===== config.mk =====
export PLATFORM = sky130hd
export DESIGN_NAME = iic_xfer_ctrl
export DESIGN_NICKNAME = d
export VERILOG_FILES = /design/src/rtl/iic_xfer_ctrl.sv
export SDC_FILE = /design/constraint.sdc
export NUM_CORES = 1
export LEC_CHECK = 0
export ABC_AREA = 1
export CAP_MARGIN = 20
export CORE_ASPECT_RATIO = 1.2
export CORE_UTILIZATION = 40
export CTS_CLUSTER_DIAMETER = 200
export DETAILED_ROUTE_END_ITERATION = 10
export DONT_BUFFER_PORTS = 1
export PLACE_DENSITY_LB_ADDON = 0.08
export SLEW_MARGIN = 40
export SYNTH_ARGS = -nofsm -noshare
export SYNTH_HDL_FRONTEND = slang
export SYNTH_SLANG_ARGS = --single-unit

===== constraint.sdc =====
create_clock -name clk -period 4.9 [get_ports clk]
set_input_delay 0.735 -clock clk [delete_from_list [all_inputs] [get_ports clk]]
set_output_delay 0.735 -clock clk [all_outputs]
set_load 0.05 [all_outputs]

===== src/rtl/iic_xfer_ctrl.sv =====
// ---------------------------------------------------------------------------
// iic_xfer_ctrl
//   Sequences one complete I2C register transaction on top of a byte engine:
//   START+address, register pointer, then either write data bytes or a
//   repeated START+address(read) followed by read bytes, and finally STOP.
//   Write data is pulled from an upstream byte stream, read data is pushed
//   out as single-cycle pulses. NACK and per-operation timeout are reported.
//
// Ports
//   clk, rst           system clock, asynchronous active-low reset
//   mode               speed select, forwarded unchanged on m_mode
//   cmd_*              command request/accept (dev, reg, rw, len)
//   wr_valid/wr_data   write byte stream in, wr_ready pulses on consume
//   rd_valid/rd_data   read byte out, single-cycle pulse, no backpressure
//   busy, xfer_done    command in progress / completion pulse
//   err_nack,
//   err_timeout,
//   bytes_ok           status of the last command, held until next accept
//   m_*                byte engine request side (start/restart/stop/rw/
//                      last/data/mode) and response side (done/ack/rdata)
//
// States
//   IDLE      | waiting for a command, cmd_ready high
//   FETCH     | waiting for the next write byte from upstream
//   ISSUE     | raise a byte-op request once the engine is idle
//   WAIT_ACC  | hold request until engine starts (m_done low)
//   WAIT_DONE | wait for the engine to finish the byte op
//   CHECK     | evaluate ACK, count data bytes, choose the next phase
//   STOP_REQ  | raise a STOP request once the engine is idle
//   STOP_WAIT | STOP accept and completion
//   REPORT    | completion pulse, return to IDLE
// ---------------------------------------------------------------------------
module iic_xfer_ctrl #(
  parameter int unsigned TIMEOUT_CYC = 2_000_000
) (
  input  logic       clk,
  input  logic       rst,
  input  logic [1:0] mode,
  input  logic       cmd_valid,
  output logic       cmd_ready,
  input  logic [6:0] cmd_dev,
  input  logic [7:0] cmd_reg,
  input  logic       cmd_rw,
  input  logic [3:0] cmd_len,
  input  logic       wr_valid,
  input  logic [7:0] wr_data,
  output logic       wr_ready,
  output logic       rd_valid,
  output logic [7:0] rd_data,
  output logic       busy,
  output logic       xfer_done,
  output logic       err_nack,
  output logic       err_timeout,
  output logic [3:0] bytes_ok,
  output logic       m_start,
  output logic       m_restart,
  output logic       m_stop,
  output logic       m_rw,
  output logic       m_last,
  output logic [7:0] m_data,
  output logic [1:0] m_mode,
  input  logic       m_done,
  input  logic       m_ack,
  input  logic [7:0] m_rdata
);

  localparam int unsigned TW = (TIMEOUT_CYC > 1) ? $clog2(TIMEOUT_CYC + 1) : 1;
  localparam logic [TW-1:0] TMO_LAST = TW'(TIMEOUT_CYC - 1);

  typedef enum logic [3:0] {
    S_IDLE,
    S_FETCH,
    S_ISSUE,
    S_WAIT_ACC,
    S_WAIT_DONE,
    S_CHECK,
    S_STOP_REQ,
    S_STOP_WAIT,
    S_REPORT
  } state_t;

  typedef enum logic [2:0] {
    P_AW,
    P_REG,
    P_WD,
    P_AR,
    P_RD
  } phase_t;

  state_t        state_q;
  phase_t        phase_q;
  logic [6:0]    dev_q;
  logic [7:0]    reg_q;
  logic          rw_q;
  logic [3:0]    len_q;
  logic [7:0]    wdata_q;
  logic [TW-1:0] tmo_q;

  logic          cmd_ready_q, busy_q, xfer_done_q, wr_ready_q, rd_valid_q;
  logic [7:0]    rd_data_q;
  logic          err_nack_q, err_timeout_q;
  logic [3:0]    bytes_ok_q;
  logic          m_start_q, m_restart_q, m_stop_q, m_rw_q, m_last_q;
  logic [7:0]    m_data_q;

  logic [7:0]    m_data_d;
  logic          data_last_d;
  logic          tmo_hit_d;

  // Byte presented to the engine for the current phase
  always_comb begin
    m_data_d = 8'h00;
    case (phase_q)
      P_AW:    m_data_d = {dev_q, 1'b0};
      P_REG:   m_data_d = reg_q;
      P_WD:    m_data_d = wdata_q;
      P_AR:    m_data_d = {dev_q, 1'b1};
      default: m_data_d = 8'h00;
    endcase
  end

  // bytes_ok doubles as the data byte index; it is always below len here
  assign data_last_d = ((bytes_ok_q + 4'd1) == len_q);
  assign tmo_hit_d   = (tmo_q == TMO_LAST);

  always_ff @(posedge clk or negedge rst) begin
    if (!rst) begin
      state_q       <= S_IDLE;
      phase_q       <= P_AW;
      dev_q         <= 7'h00;
      reg_q         <= 8'h00;
      rw_q          <= 1'b0;
      len_q         <= 4'h0;
      wdata_q       <= 8'h00;
      tmo_q         <= '0;
      cmd_ready_q   <= 1'b1;
      busy_q        <= 1'b0;
      xfer_done_q   <= 1'b0;
      wr_ready_q    <= 1'b0;
      rd_valid_q    <= 1'b0;
      rd_data_q     <= 8'h00;
      err_nack_q    <= 1'b0;
      err_timeout_q <= 1'b0;
      bytes_ok_q    <= 4'h0;
      m_start_q     <= 1'b0;
      m_restart_q   <= 1'b0;
      m_stop_q      <= 1'b0;
      m_rw_q        <= 1'b0;
      m_last_q      <= 1'b0;
      m_data_q      <= 8'h00;
    end else begin
      wr_ready_q  <= 1'b0;
      rd_valid_q  <= 1'b0;
      xfer_done_q <= 1'b0;

      case (state_q)
        S_IDLE: begin
          if (cmd_valid && cmd_ready_q) begin
            dev_q         <= cmd_dev;
            reg_q         <= cmd_reg;
            rw_q          <= cmd_rw;
            len_q         <= cmd_len;
            err_nack_q    <= 1'b0;
            err_timeout_q <= 1'b0;
            bytes_ok_q    <= 4'h0;
            busy_q        <= 1'b1;
            cmd_ready_q   <= 1'b0;
            phase_q       <= P_AW;
            state_q       <= S_ISSUE;
          end
        end

        S_FETCH: begin
          if (wr_valid) begin
            wdata_q    <= wr_data;
            wr_ready_q <= 1'b1;
            state_q    <= S_ISSUE;
          end
        end

        S_ISSUE: begin
          if (m_done) begin
            m_start_q   <= 1'b1;
            m_restart_q <= (phase_q == P_AW) || (phase_q == P_AR);
            m_rw_q      <= (phase_q == P_RD);
            m_last_q    <= (phase_q == P_RD) && data_last_d;
            m_data_q    <= m_data_d;
            tmo_q       <= '0;
            state_q     <= S_WAIT_ACC;
          end
        end

        S_WAIT_ACC: begin
          if (!m_done) begin
            m_start_q   <= 1'b0;
            m_restart_q <= 1'b0;
            m_last_q    <= 1'b0;
            tmo_q       <= '0;
            state_q     <= S_WAIT_DONE;
          end else if (tmo_hit_d) begin
            m_start_q     <= 1'b0;
            m_restart_q   <= 1'b0;
            m_last_q      <= 1'b0;
            err_timeout_q <= 1'b1;
            xfer_done_q   <= 1'b1;
            busy_q        <= 1'b0;
            state_q       <= S_REPORT;
          end else begin
            tmo_q <= tmo_q + TW'(1);
          end
        end

        S_WAIT_DONE: begin
          if (m_done) begin
            // Read data is published on entry so rd_valid is high in CHECK
            if (phase_q == P_RD) begin
              rd_valid_q <= 1'b1;
              rd_data_q  <= m_rdata;
            end
            state_q <= S_CHECK;
          end else if (tmo_hit_d) begin
            err_timeout_q <= 1'b1;
            xfer_done_q   <= 1'b1;
            busy_q        <= 1'b0;
            state_q       <= S_REPORT;
          end else begin
            tmo_q <= tmo_q + TW'(1);
          end
        end

        S_CHECK: begin
          if ((phase_q != P_RD) && m_ack) begin
            err_nack_q <= 1'b1;
            state_q    <= S_STOP_REQ;
          end else begin
            case (phase_q)
              P_AW: begin
                phase_q <= P_REG;
                state_q <= S_ISSUE;
              end
              P_REG: begin
                if (len_q == 4'h0) begin
                  state_q <= S_STOP_REQ;
                end else if (rw_q) begin
                  phase_q <= P_AR;
                  state_q <= S_ISSUE;
                end else begin
                  phase_q <= P_WD;
                  state_q <= S_FETCH;
                end
              end
              P_WD: begin
                bytes_ok_q <= bytes_ok_q + 4'd1;
                state_q    <= data_last_d ? S_STOP_REQ : S_FETCH;
              end
              P_AR: begin
                phase_q <= P_RD;
                state_q <= S_ISSUE;
              end
              P_RD: begin
                bytes_ok_q <= bytes_ok_q + 4'd1;
                state_q    <= data_last_d ? S_STOP_REQ : S_ISSUE;
              end
              default: state_q <= S_STOP_REQ;
            endcase
          end
        end

        S_STOP_REQ: begin
          if (m_done) begin
            m_stop_q <= 1'b1;
            tmo_q    <= '0;
            state_q  <= S_STOP_WAIT;
          end
        end

        // m_stop_q high = waiting for accept, low = waiting for completion
        S_STOP_WAIT: begin
          if (m_stop_q && !m_done) begin
            m_stop_q <= 1'b0;
            tmo_q    <= '0;
          end else if (!m_stop_q && m_done) begin
            xfer_done_q <= 1'b1;
            busy_q      <= 1'b0;
            state_q     <= S_REPORT;
          end else if (tmo_hit_d) begin
            m_stop_q      <= 1'b0;
            err_timeout_q <= 1'b1;
            xfer_done_q   <= 1'b1;
            busy_q        <= 1'b0;
            state_q       <= S_REPORT;
          end else begin
            tmo_q <= tmo_q + TW'(1);
          end
        end

        S_REPORT: begin
          cmd_ready_q <= 1'b1;
          state_q     <= S_IDLE;
        end

        default: begin
          cmd_ready_q <= 1'b1;
          busy_q      <= 1'b0;
          state_q     <= S_IDLE;
        end
      endcase
    end
  end

  assign cmd_ready   = cmd_ready_q;
  assign busy        = busy_q;
  assign xfer_done   = xfer_done_q;
  assign wr_ready    = wr_ready_q;
  assign rd_valid    = rd_valid_q;
  assign rd_data     = rd_data_q;
  assign err_nack    = err_nack_q;
  assign err_timeout = err_timeout_q;
  assign bytes_ok    = bytes_ok_q;
  assign m_start     = m_start_q;
  assign m_restart   = m_restart_q;
  assign m_stop      = m_stop_q;
  assign m_rw        = m_rw_q;
  assign m_last      = m_last_q;
  assign m_data      = m_data_q;
  assign m_mode      = mode;

endmodule


**The metal 1 layer**

Drawn at 4 px/µm. Supply wires on this layer in gray.
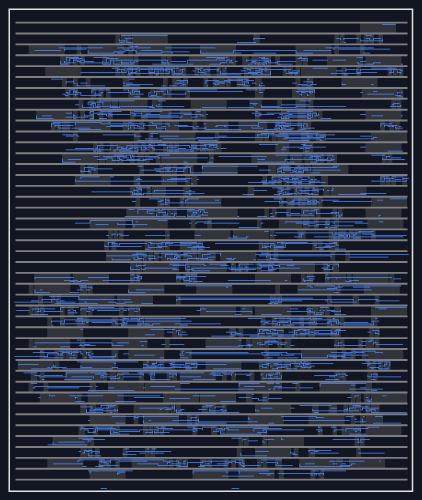
main direction	horizontal
share of all routed wire	46%
drt total wl: 11.0 mm
total vias in the final route: 3,906
met1 GRT Util: 0.250

**The metal 2 layer**

Drawn at 4 px/µm.
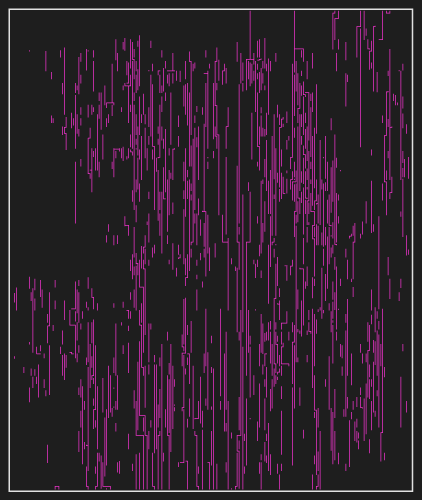
nets with wire on the layer	520
main direction	vertical
wire length on this layer	5,240 µm
longest straight run	36.2 µm
M2 GR Usage: 0.328

**Signal wires on met3**

Drawn at 4 px/µm.
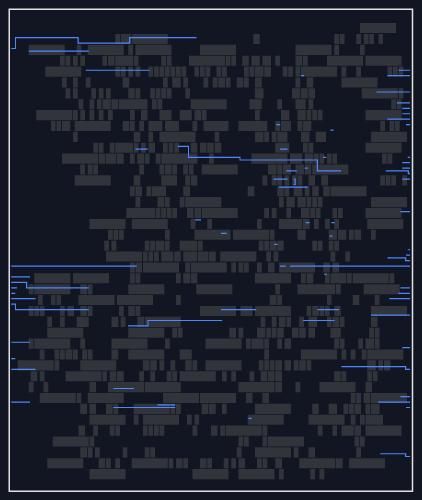
longest straight run	31.1 µm
share of all routed wire	4.2%
nets with wire on the layer	57
wire length on this layer	457 µm
met3 Usage GRT: 0.0379

**Signal wires on met4**

Drawn at 3 px/µm. Supply wires on this layer in gray.
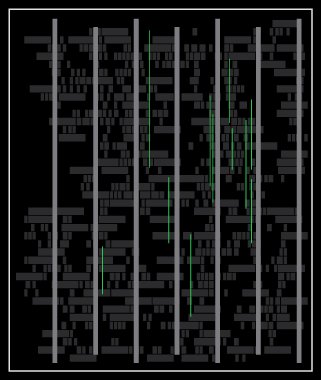
main direction	vertical
nets with wire on the layer	8
share of all routed wire	2.5%
longest straight run	45.6 µm

==> run summary <==
impl run done, here's what came out: Adders+Majority by Area 0.00538, Non-CTS buffers 0, Synth top cell by count nand2_1, Synth logic family simple AND/OR/NAND/NOR gates, DP Wirelength 7.85 mm, Inverters 67, clock share of power 0.254, VDD IR max 186 µV, Non-clock buffering overhead 0, clk cell area share 0.0555, Inst Count DP 761, n_diodes 0, Commonest cells post-synth nand2_1, dfrtp_1, nor2_1, tap cell count 154, Seq cells post-synth 88, core area 0.0112 mm², yosys stat area 0.00465 mm², reg2reg end tmo_q[10], Die H 120 µm, vias in the first global route 3,780, Rows 42, Synth Area in Compound Gates 0.104, CP Buf/Inv Count 1, Pleak 2.42 nW, CTS tree yes, status finished clean, Ports 78, number of vias per cell 5.03, clock network power 0.000675 W, ys async rst share 1.00, Comb/total area 0.420, Top area cell types dfrtp_1, nand2_1, o21ai_0, nor2_1, inv_1, comb. cell area 0.00212 mm², 1st-iter DRT viols 166, Synth Warn # 0, Post-Syn Area 0.00465 mm², Internal 0.00151 W, # clk buffers 9, Post-Syn Instances 620, switching power total 0.00115 W, Setup TNS 0 ns, Biggest Area Class flip-flops and latches, Area Growth Syn to Fin 8.61%, die x size 100 µm, RSZ-0062 raised after global routing false, Final Max Slew Viols 0, mux frac, synth 0, crit path kind reg2reg, fraction of layout cells with a size suffix above 1 0.0899, Area leader share 0.468, DRC viols 0, R2R setup slack 2.61 ns, port bufs 0, fill count 1,155, pre-CTS setup slack 2.57 ns, MI comb cells 452, Slowest Stage Delay on Critical Path 0.51 ns, Post-Place Cell Area 0.00477 mm², Synth Seq Share 0.474, Hold Fails Final Rpt 0, Latency at later pin 0.35 ns, wire per inst 14.2 µm, worst-path maximum fanout 20, dominant logic cell type in the layout nand2_1, mean post-synth cell area 7.50 µm², max_slew headroom 0.557, Design Area, Final 0.00505 mm², post-route insts no fill 777, max-cap check violation count 0, Seq pwr share 0.458, GPL Wtd Cong 0.869, Tot GR Track Use 0.198, Crit. Startpoint tmo_q[0], flop count 88, count of library flops with an enable pin 0, largest net degree at the start of global routing 89, Post-CTS Setup Repair Bufs 0, main flop type dfrtp_1, Setup WS post-layout 2.61 ns
No activity file was given, so power comes from the tool's default toggle rates.
